==> run_1/ff_map.png <==
Other sequential cells in the stronger gray, the rest of the logic in the fainter gray.
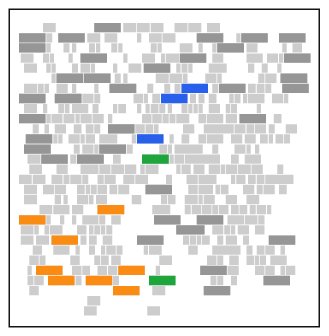
==> run_1/layers.png <==
Bar = 20 um.
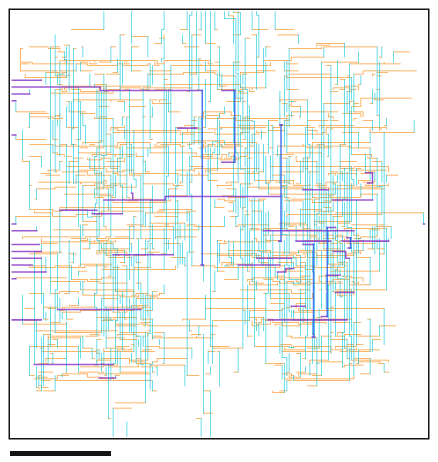
==> run_1/pinout.png <==
Pins as bars across the die edge, other pins in gray.
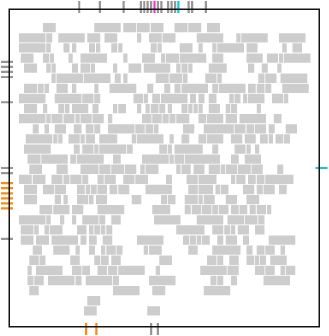
==> run_1/clock_nets.png <==
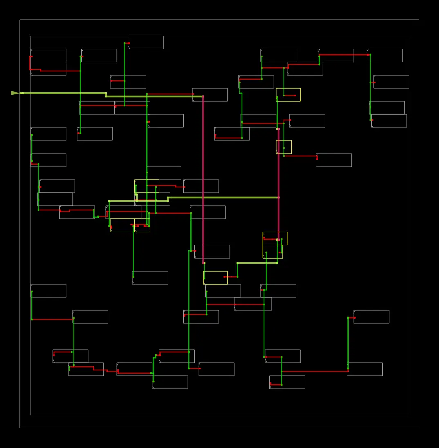
File: src/rtl/snake_body_ctrl.sv
// Sequencer for the free-running snake-body ring: closes sr_out->sr_in,
// tracks head slot and length, fills after reset, schedules step and scan.
module snake_body_ctrl #(
  parameter int WIDTH    = 2,
  parameter int DEPTH    = 234,
  parameter int INIT_LEN = 3,
  parameter int INIT_DIR = 0,
  localparam int PH_W    = $clog2(DEPTH),
  localparam int LEN_W   = $clog2(DEPTH + 1)
) (
  input  logic             clk,
  input  logic             rst,
  output logic [WIDTH-1:0] sr_in,
  input  logic [WIDTH-1:0] sr_out,
  input  logic             step_valid,
  output logic             step_ready,
  input  logic [WIDTH-1:0] step_dir,
  input  logic             step_grow,
  output logic             step_done,
  input  logic             scan_valid,
  output logic             scan_ready,
  output logic             seg_valid,
  output logic [WIDTH-1:0] seg_dir,
  output logic [LEN_W-1:0] seg_idx,
  output logic             seg_last,
  output logic [LEN_W-1:0] length,
  output logic             full,
  output logic             busy
);

  localparam logic [PH_W-1:0]  PH_MAX  = PH_W'(DEPTH - 1);
  localparam logic [LEN_W-1:0] LEN_MAX = LEN_W'(DEPTH);
  localparam logic [LEN_W-1:0] LEN_RST = LEN_W'(INIT_LEN);
  localparam logic [WIDTH-1:0] DIR_RST = WIDTH'(INIT_DIR);

  typedef enum logic [2:0] {
    S_INIT,
    S_IDLE,
    S_WSTEP,
    S_DONE,
    S_WSCAN,
    S_SCAN
  } state_e;

  state_e           state_q, state_d;
  logic [PH_W-1:0]  phase_q, phase_d;
  logic [PH_W-1:0]  head_q, head_d;
  logic [PH_W-1:0]  head_m1;
  logic [LEN_W-1:0] len_q, len_d;
  logic [LEN_W-1:0] cnt_q, cnt_d;
  logic [WIDTH-1:0] dir_q, dir_d;
  logic             grow_q, grow_d;
  logic             sv_q, sv_d;
  logic [WIDTH-1:0] sd_q, sd_d;
  logic [LEN_W-1:0] si_q, si_d;
  logic             sl_q, sl_d;
  logic             last_seg;

  assign phase_d  = (phase_q == PH_MAX) ? '0 : phase_q + PH_W'(1);
  assign head_m1  = (head_q == '0) ? PH_MAX : head_q - PH_W'(1);
  assign last_seg = (cnt_q == len_q - LEN_W'(1));

  assign full      = (len_q == LEN_MAX);
  assign length    = len_q;
  assign busy      = (state_q != S_IDLE);
  assign seg_valid = sv_q;
  assign seg_dir   = sd_q;
  assign seg_idx   = si_q;
  assign seg_last  = sl_q;

  always_comb begin
    state_d    = state_q;
    head_d     = head_q;
    len_d      = len_q;
    cnt_d      = cnt_q;
    dir_d      = dir_q;
    grow_d     = grow_q;
    sv_d       = 1'b0;
    sd_d       = sd_q;
    si_d       = si_q;
    sl_d       = 1'b0;
    sr_in      = sr_out;
    step_ready = 1'b0;
    scan_ready = 1'b0;
    step_done  = 1'b0;
    unique case (state_q)
      S_INIT: begin
        sr_in = DIR_RST;
        if (phase_q == PH_MAX) state_d = S_IDLE;
      end
      S_IDLE: begin
        step_ready = 1'b1;
        scan_ready = 1'b1;
        if (step_valid) begin
          dir_d   = step_dir;
          grow_d  = step_grow;
          state_d = S_WSTEP;
        end else if (scan_valid) begin
          cnt_d   = '0;
          state_d = S_WSCAN;
        end
      end
      S_WSTEP: begin
        // new head goes into the slot just ahead of the current head
        if (phase_q == head_m1) begin
          sr_in  = dir_q;
          head_d = head_m1;
          if (grow_q && !full) len_d = len_q + LEN_W'(1);
          state_d = S_DONE;
        end
      end
      S_DONE: begin
        step_done = 1'b1;
        state_d   = S_IDLE;
      end
      S_WSCAN, S_SCAN: begin
        if (state_q == S_SCAN || phase_q == head_q) begin
          sv_d    = 1'b1;
          sd_d    = sr_out;
          si_d    = cnt_q;
          sl_d    = last_seg;
          cnt_d   = cnt_q + LEN_W'(1);
          state_d = last_seg ? S_IDLE : S_SCAN;
        end
      end
      default: state_d = S_INIT;
    endcase
  end

  always_ff @(posedge clk) begin
    if (rst) begin
      state_q <= S_INIT;
      phase_q <= '0;
      head_q  <= '0;
      len_q   <= LEN_RST;
      cnt_q   <= '0;
      dir_q   <= '0;
      grow_q  <= 1'b0;
      sv_q    <= 1'b0;
      sd_q    <= '0;
      si_q    <= '0;
      sl_q    <= 1'b0;
    end else begin
      state_q <= state_d;
      phase_q <= phase_d;
      head_q  <= head_d;
      len_q   <= len_d;
      cnt_q   <= cnt_d;
      dir_q   <= dir_d;
      grow_q  <= grow_d;
      sv_q    <= sv_d;
      sd_q    <= sd_d;
      si_q    <= si_d;
      sl_q    <= sl_d;
    end
  end

endmodule
File: config.mk
export PLATFORM = sky130hd
export DESIGN_NAME = snake_body_ctrl
export DESIGN_NICKNAME = d
export VERILOG_FILES = /design/src/rtl/snake_body_ctrl.sv
export SDC_FILE = /design/constraint.sdc
export NUM_CORES = 1
export LEC_CHECK = 0
export CAP_MARGIN = 20
export CORE_AREA = 2 2 81 83
export CTS_BUF_LIST = sky130_fd_sc_hd__clkbuf_4 sky130_fd_sc_hd__clkbuf_8 sky130_fd_sc_hd__clkbuf_16
export CTS_CLUSTER_DIAMETER = 80
export CTS_CLUSTER_SIZE = 14
export DETAILED_ROUTE_END_ITERATION = 10
export DIE_AREA = 0 0 83 85
export PLACE_DENSITY = 0.68
export REMOVE_ABC_BUFFERS = 1
export SYNTH_ARGS = -nofsm -noshare
export SYNTH_HDL_FRONTEND = slang
export SYNTH_SLANG_ARGS = --single-unit
File: constraint.sdc
create_clock -name clk -period 3.44 [get_ports clk]
set_input_delay 0.344 -clock clk [delete_from_list [all_inputs] [get_ports clk]]
set_output_delay 0.344 -clock clk [all_outputs]
set_load 0.005 [all_outputs]
==> impl.org, run 1 <==
#+TITLE: Implementation results

** Final layout
- Fraction of area in clock buffers and inverters :: 2.779%
- The area growth from synthesis to layout is 17.15%.
- Non-clock buffers in the final layout number 46.
- After layout, the clock buffer instance count stands at 5.
- For this run, the script counts the antenna cells in the layout as 0.
- Of the total standard cell area in the layout, the sequential portion is roughly 29%.
- Filler instances :: ~570
- Multi-input combinational cells in the finished layout were counted as around 280.
- Footprint of the flip-flops and latches :: 1002 sq um
- Area share of buffers outside the clock network :: 12.40%
- Summing all non-filler instances in the final layout gives an area of around 3500 sq um.
- The final layout report lists a non-clock inverter count of 15.
- Flop count :: 50
- Logic area :: between 1500 and 2000 sq um

** Critical path
- The launch point of the critical path was reported as head_q[2]$_SDFFE_PP0P_.
- Ordered list of cells on the worst path :: or3_1 -> o211a_1 -> o311a_1 -> o311a_4 -> nand3_2 -> mux2i_1 -> o21ai_1 -> clkdlybuf4s50_1
- Per the timing report, the most critical flop-to-flop path originates at head_q[0]$_SDFFE_PP0P_.
- Per the OpenROAD timing report, the critical path contains 8 cells.
- STA reports a reg2reg setup slack of roughly 0.67 ns.
- Critical Path Source Type :: flip-flop
- Capture point of the worst path :: sr_in[1]
- Critical path required time :: about 3.1 ns
- Slowest cell on the critical path :: sky130_fd_sc_hd__clkdlybuf4s50_1
- Together, buffers and inverters on the worst path number 1.

** Logic synthesis
- Cell taking the most area after synthesis :: sky130_fd_sc_hd__dfxtp_1
- Synth Register Bits :: ~50
- Adder-cell area share of the yosys netlist :: ~2.9%
- Number of flops mapped to enable cells by yosys :: 0
- Counting instances in the post-synthesis netlist gives the leading cell types as 50 x sky130_fd_sc_hd__dfxtp_1, 38 x sky130_fd_sc_hd__nand2_1, 35 x sky130_fd_sc_hd__nor2_1.
- According to the Yosys statistics, the synthesized design has a chip area of between 2000 and 3000 sq um.
- Dividing the synthesized area by the synthesized cell count gives ~8 sq um.
- Sorting the synthesized cells by area gives the leading types as sky130_fd_sc_hd__dfxtp_1 33%, sky130_fd_sc_hd__xnor2_1 5.6%, sky130_fd_sc_hd__nand2_1 4.8%, sky130_fd_sc_hd__a21oi_1 4.5%, sky130_fd_sc_hd__nor2_1 4.4%.
- Top-area cell share :: 33.39%
- The synthesis report names the predominant flop master as sky130_fd_sc_hd__dfxtp_1.
- Number of warnings printed during yosys synthesis :: 0
- For this run the top cell type by instance count after synthesis was sky130_fd_sc_hd__dfxtp_1.
- Sequential share of the synthesized area :: 33.39%
- Async SR Flop Fraction :: 0%
- Per the synthesis report, the AND-OR/OR-AND share of the synthesized area is 15.78%.
- The synthesized netlist devotes roughly a tenth of its cell area to XOR and XNOR gates.

** Worst hold path
- Source of the worst hold timing path :: seg_idx[2]$_SDFFE_PP0P_
- Worst hold path depth :: 2
- Worst Hold Path EP :: seg_idx[2]$_SDFFE_PP0P_

** Floorplanning
- For this design the top-level I/O count stands at 36.
- The horizontal die dimension reported for this design is approximately 83 um.
- The floorplan has 29 rows.
- The vertical die dimension reported for this design is 85 um.
- According to the tapcell log, the count of inserted taps is 77.
- The chip occupies 7055 sq um.
- Core Footprint :: roughly 6200 sq um

** Routing
- In this run the remaining antenna-violating nets after routing total 0.
- Met3 Routed Length :: approximately 300 um
- DRC violations left :: 0
- According to the report, the first pass of detailed routing completed in 5 iterations.
- Per the detailed-route log, wirelength across all metal layers totals about 7000 um.
- Iteration-0 DRC count of the detailed router :: around 120

** Power and ir drop
- Dividing total power by cell area gives a power density of about 290 nW/um^2.
- Combinational power :: roughly 0.046 mW
- The power report lists cell-internal power as ~0.75 mW.
- Part of the power in registers :: ~60%
- Net switching is around a quarter of the power.
- Power attributed to the clock group :: ~0.37 mW
- Relative contribution of combinational cells to total power :: 4.6%
- The power report lists the sequential group at ~0.59 mW.

** Clocking
- The number of hold buffers added after CTS was 0.
- No sink is reached through more buffers than the 2 on the longest clock path.
- The cell sitting at the root of the clock tree is a sky130_fd_sc_hd__clkbuf_8.
- Clock-pin slew on the worst setup and hold paths :: around 0.10 ns
- Total setup buffers inserted after CTS :: 0

** Final timing
- The worst path meets setup with about 0.17 ns of slack.
- The final hold violation count recorded for this run is 0.
- Post-route minimum period :: approximately 3.3 ns
- RSZ-0062 raised after global routing :: false
- The slew check shows that the tightest pin keeps a relative margin of roughly 47%.
- Min Hold Slack :: about 0.46 ns
- Highest clock frequency the design can meet :: just over 300 MHz
- For the pin with the worst max-slew slack, the measured transition is about 0.78 ns.

** Global routing
- Pin count of the biggest net entering global routing :: 26
- met2 is the most crowded layer.
- The first global-routing pass estimated ~12000 um of wire.
- Total GRT Usage :: between 20 and 25%
- Met1 Track Usage GR :: about a quarter

** Placed design
- Half-perimeter wire length after placement :: ~5000 um
- Post-Place Worst Slack :: roughly 0.27 ns
- Routability cong. :: ~0.87

** Flow run
- Total number of warnings across the stage logs :: 28

** Run status
- The run finished with clean final reports.
## Picture notes: ff_map.png
[orange] length | sequential cells: 8 | where: south-west
[blue] state_q | sequential cells: 3
[green] dir_q | sequential cells: 2

## Picture notes: layers.png
[blue] M4 | wire length: 110 um
[cyan] M2 | wire length: 3470 um
[orange] M1 | wire length: 3100 um
[purple] M3 | wire length: 302 um

## Picture notes: pinout.png
[magenta] step_ready | pins: 1 | direction: output | edge: north
[cyan] sr_in | pins: 2 | direction: output | edge: 1 east, 1 north
[orange] length | pins: 8 | direction: output | edge: 6 west, 2 south

## Picture notes: clock_nets.png
Skew-Pair Late Insertion Delay: 0.32 ns
Fin Clk Skew: 0.01095 ns
cts bufs inserted: 5

-- run 1: cell usage in the layout, fill, tap and decap left out, types with 2 or more instances in the layout --
cell type	synthesis	routed
sky130_fd_sc_hd__a211o_1	2	2
sky130_fd_sc_hd__a211oi_1	5	5
sky130_fd_sc_hd__a21oi_1	27	26
sky130_fd_sc_hd__a21oi_2	1	2
sky130_fd_sc_hd__a22oi_1	2	2
sky130_fd_sc_hd__a31oi_1	2	2
sky130_fd_sc_hd__and2_1	3	2
sky130_fd_sc_hd__and3_1	3	3
sky130_fd_sc_hd__and4_1	3	3
sky130_fd_sc_hd__buf_4	2	11
sky130_fd_sc_hd__clkbuf_8	0	5
sky130_fd_sc_hd__clkdlybuf4s50_1	0	34
sky130_fd_sc_hd__clkinv_4	0	2
sky130_fd_sc_hd__dfxtp_1	50	49
sky130_fd_sc_hd__ha_1	7	7
sky130_fd_sc_hd__inv_1	15	15
sky130_fd_sc_hd__mux2i_1	9	9
sky130_fd_sc_hd__nand2_1	38	37
sky130_fd_sc_hd__nand2b_1	6	6
sky130_fd_sc_hd__nand3_1	19	18
sky130_fd_sc_hd__nand4_1	2	2
sky130_fd_sc_hd__nor2_1	35	35
sky130_fd_sc_hd__nor2b_1	5	5
sky130_fd_sc_hd__nor3_1	14	14
sky130_fd_sc_hd__nor3b_1	3	2
sky130_fd_sc_hd__nor4_1	3	3
sky130_fd_sc_hd__nor4b_1	4	4
sky130_fd_sc_hd__o21ai_0	14	13
sky130_fd_sc_hd__o22ai_1	2	2
sky130_fd_sc_hd__o31ai_1	6	6
sky130_fd_sc_hd__or2_2	3	3
sky130_fd_sc_hd__or3_1	5	5
sky130_fd_sc_hd__or4_1	10	10
sky130_fd_sc_hd__xnor2_1	19	19
sky130_fd_sc_hd__xor2_1	13	13
==> run_1/clock_wires.png <==
Bar = 20 um.
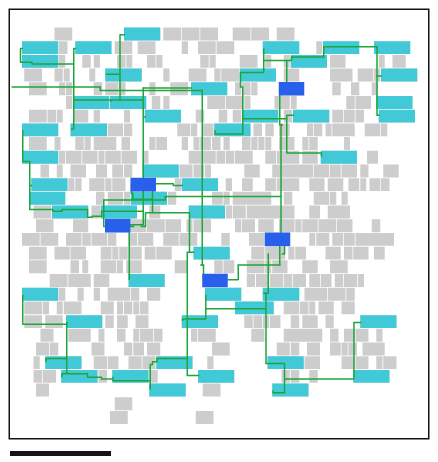

==> inputs of run 2 (changes only) <==
==> constraint.sdc (replaced) <==
create_clock -name clk -period 3.44 [get_ports clk]
set_input_delay 0.344 -clock clk [delete_from_list [all_inputs] [get_ports clk]]
set_output_delay 0.344 -clock clk [all_outputs]
set_load 0.1 [all_outputs]
==> run_2/clock_wires.png <==
Bar = 20 um.
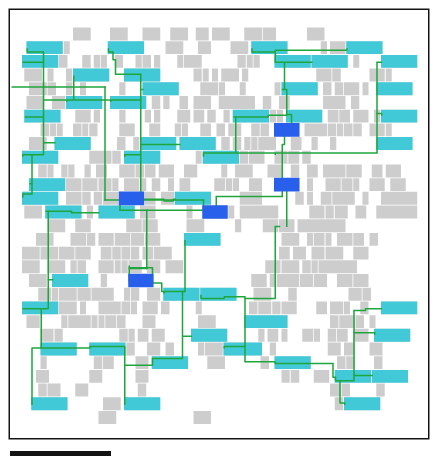
[cyan] flip-flops | count: 50
[green] clock wires | length: 644 um
[blue] clock-net drivers | count: 5
flops lie: widely spread

==> impl.org, run 2 <==
#+TITLE: Implementation results

** Run status
- The flow ran to the end, and the final reports show no timing, DRC or antenna violations.

** Clocking
- The tree is rooted in a sky130_fd_sc_hd__clkbuf_8.
- Clock-pin slew on the worst setup and hold paths :: ~0.10 ns
- Total setup buffers inserted after CTS :: 0
- Hold Buf Count CTS :: 0
- Longest Clk Path Bufs :: 2
- Cts bufs inserted :: 5
- Skew-Pair Late Insertion Delay :: slightly above 0.3 ns

** Logic synthesis
- The most common cell in the synthesized netlist is sky130_fd_sc_hd__dfxtp_1.
- The cell-mix breakdown from Yosys lists the adder-cell area share as under 10%.
- Cell area leaders :: sky130_fd_sc_hd__dfxtp_1 33%, sky130_fd_sc_hd__xnor2_1 5.6%, sky130_fd_sc_hd__nand2_1 4.8%, sky130_fd_sc_hd__a21oi_1 4.5%, sky130_fd_sc_hd__nor2_1 4.4%
- The synthesis run shows the most used standard cells to be 50 x sky130_fd_sc_hd__dfxtp_1, 38 x sky130_fd_sc_hd__nand2_1, 35 x sky130_fd_sc_hd__nor2_1.
- Sequential share of the synthesized area :: approximately a third
- Of all flip-flops after synthesis, the portion carrying an async set or reset was 0%.
- Yosys aoi share :: between 10% and 20%
- Post-synth mux share :: under 10%
- XORs/XNORs by Area :: about a tenth
- Mean cell area of the mapped netlist :: slightly below 8 sq um

** Critical path
- The critical path contains buffers and inverters numbering 2 combined.
- Slowest cell on the critical path :: sky130_fd_sc_hd__dfxtp_4
- Ordered list of cells on the worst path :: inv_1 -> ha_1 -> nor3b_1 -> and2_2 -> o311a_1 -> o311a_1 -> nand3_2 -> a21boi_0 -> o22ai_2 -> buf_12
- STA classifies the critical path startpoint as a flip-flop.

** Power and ir drop
- The report lists the power per cell area as 288.9 nW/um^2.

** Final layout
- Inserted Diodes :: 0
- Area Growth Syn to Fin :: 14.77%

** Final timing
- RSZ-0062 raised after global routing :: false
- The flow reports an fmax of 306.8 MHz.
- Fin Clk Skew :: roughly 0.0063 ns
- Per the slew report, the remaining headroom to the max-slew limit stands at between 30% and 40%.
- For the pin with the worst max-slew slack, the measured transition is around 0.97 ns.
- The worst path needs roughly 3.3 ns of the cycle, external delays included.
- The tightest hold path in the finished design has a slack of between 0.4 and 0.5 ns.
- Min setup slack post-route :: approximately 0.18 ns
- Final Hold Viols :: 0

** Placed design
- The pre-CTS setup check shows a worst slack of 0.3076 ns.
- According to the dpl log, the detail-placed design has an HPWL of around 5000 um.

** Floorplanning
- Area enclosed by the die boundary :: 7055 sq um
- From left edge to right edge, the die measures approximately 83 um.
- Core Footprint :: about 6200 sq um
- The floorplan has 29 rows.
- Height of the chip :: around 85 um
- For this design the top-level I/O count stands at 36.

** Routing
- The detailed router finished its first iteration with approximately 98 violations.
- The detail route stage leaves a number of antenna-violating nets equal to 0.
- Summed over all layers, the routed wires come to 7006 um.
- DRC violations left :: 0
- Initial DRT Pass Iterations :: 4

** Global routing
- Entering global routing, the biggest net connects 26 pins.
- Total GRT Usage :: roughly a fifth
- The first global-routing pass estimated roughly 12000 um of wire.

** Flow run
- Summing over the stages, the warning tally comes to 28.
==> run_2/pinout.png <==
Pins as bars across the die edge, other pins in gray.
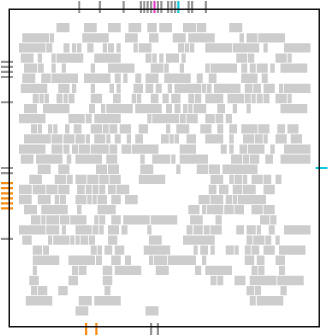
[cyan] sr_in | pins: 2 | direction: output | edge: 1 east, 1 north
[magenta] step_ready | pins: 1 | direction: output | edge: north
[orange] length | pins: 8 | direction: output | edge: 6 west, 2 south

-- run 2: cell counts after synthesis --
No cell type changed its count.
-- run 2: per-layer routing --
layer / track usage, % / vias up / share of wire [%]
li1: - / 1340 / -
met1: 25.32 / 1245 / 45
met2: 37.46 / 53 / 51
met3: 2.724 / 4 / 3.3
met4: 3.875 / 0 / 0.49
met5: 0 / - / 0
-- run 2: path summary, 6_finish.rpt --
path	end	slack [ns]	from	depth (start not counted)
setup / recovery	sr_in[0]	0.18	head_q[0]$_SDFFE_PP0P_	10
hold / removal	seg_idx[6]$_SDFFE_PP0P_	0.46	seg_idx[6]$_SDFFE_PP0P_	2
setup reg to reg	length[6]$_SDFFE_PP0P_	0.49	head_q[0]$_SDFFE_PP0P_	9
hold reg to reg	seg_idx[6]$_SDFFE_PP0P_	0.46	seg_idx[6]$_SDFFE_PP0P_	2
-- run 2: power breakdown --
part           leakage [nW]  switching (mW)  internal, mW
logic                 0.797          0.0238        0.0190
clock network        0.0408           0.217         0.146
registers             0.405         0.00744         0.581
-- run 2: cell type report --
cell class / count / area (sq um)
tap: 77 / 96.34
fill: 596 / 2764
inverter: 15 / 56.30
clock inverter: 3 / 23.77
timing repair buffer: 38 / 382.9
clock buffer: 5 / 68.82
sequential: 50 / 1006
multi-input combinational: 280 / 1807
-- run 2: stage by stage --
stage	util (%)	instance area, sq um	std cells	TNS (ns)
6_report	55.45	3441	468	0
5_1_grt	55.45	3441	468	0
4_1_cts	55.29	3431	468	0
3_5_place_dp	53.68	3331	460	0
3_3_place_gp	53.68	3331	460	0
2_1_floorplan	-	2851	345	-37.52
-- run 2: tightest hold or removal path: stages, from the launching register on --
cell                      delay, ns
sky130_fd_sc_hd__dfxtp_1       0.32
sky130_fd_sc_hd__nand2_1       0.05
sky130_fd_sc_hd__a21oi_1       0.05
Power and IR drop assume default switching activity.
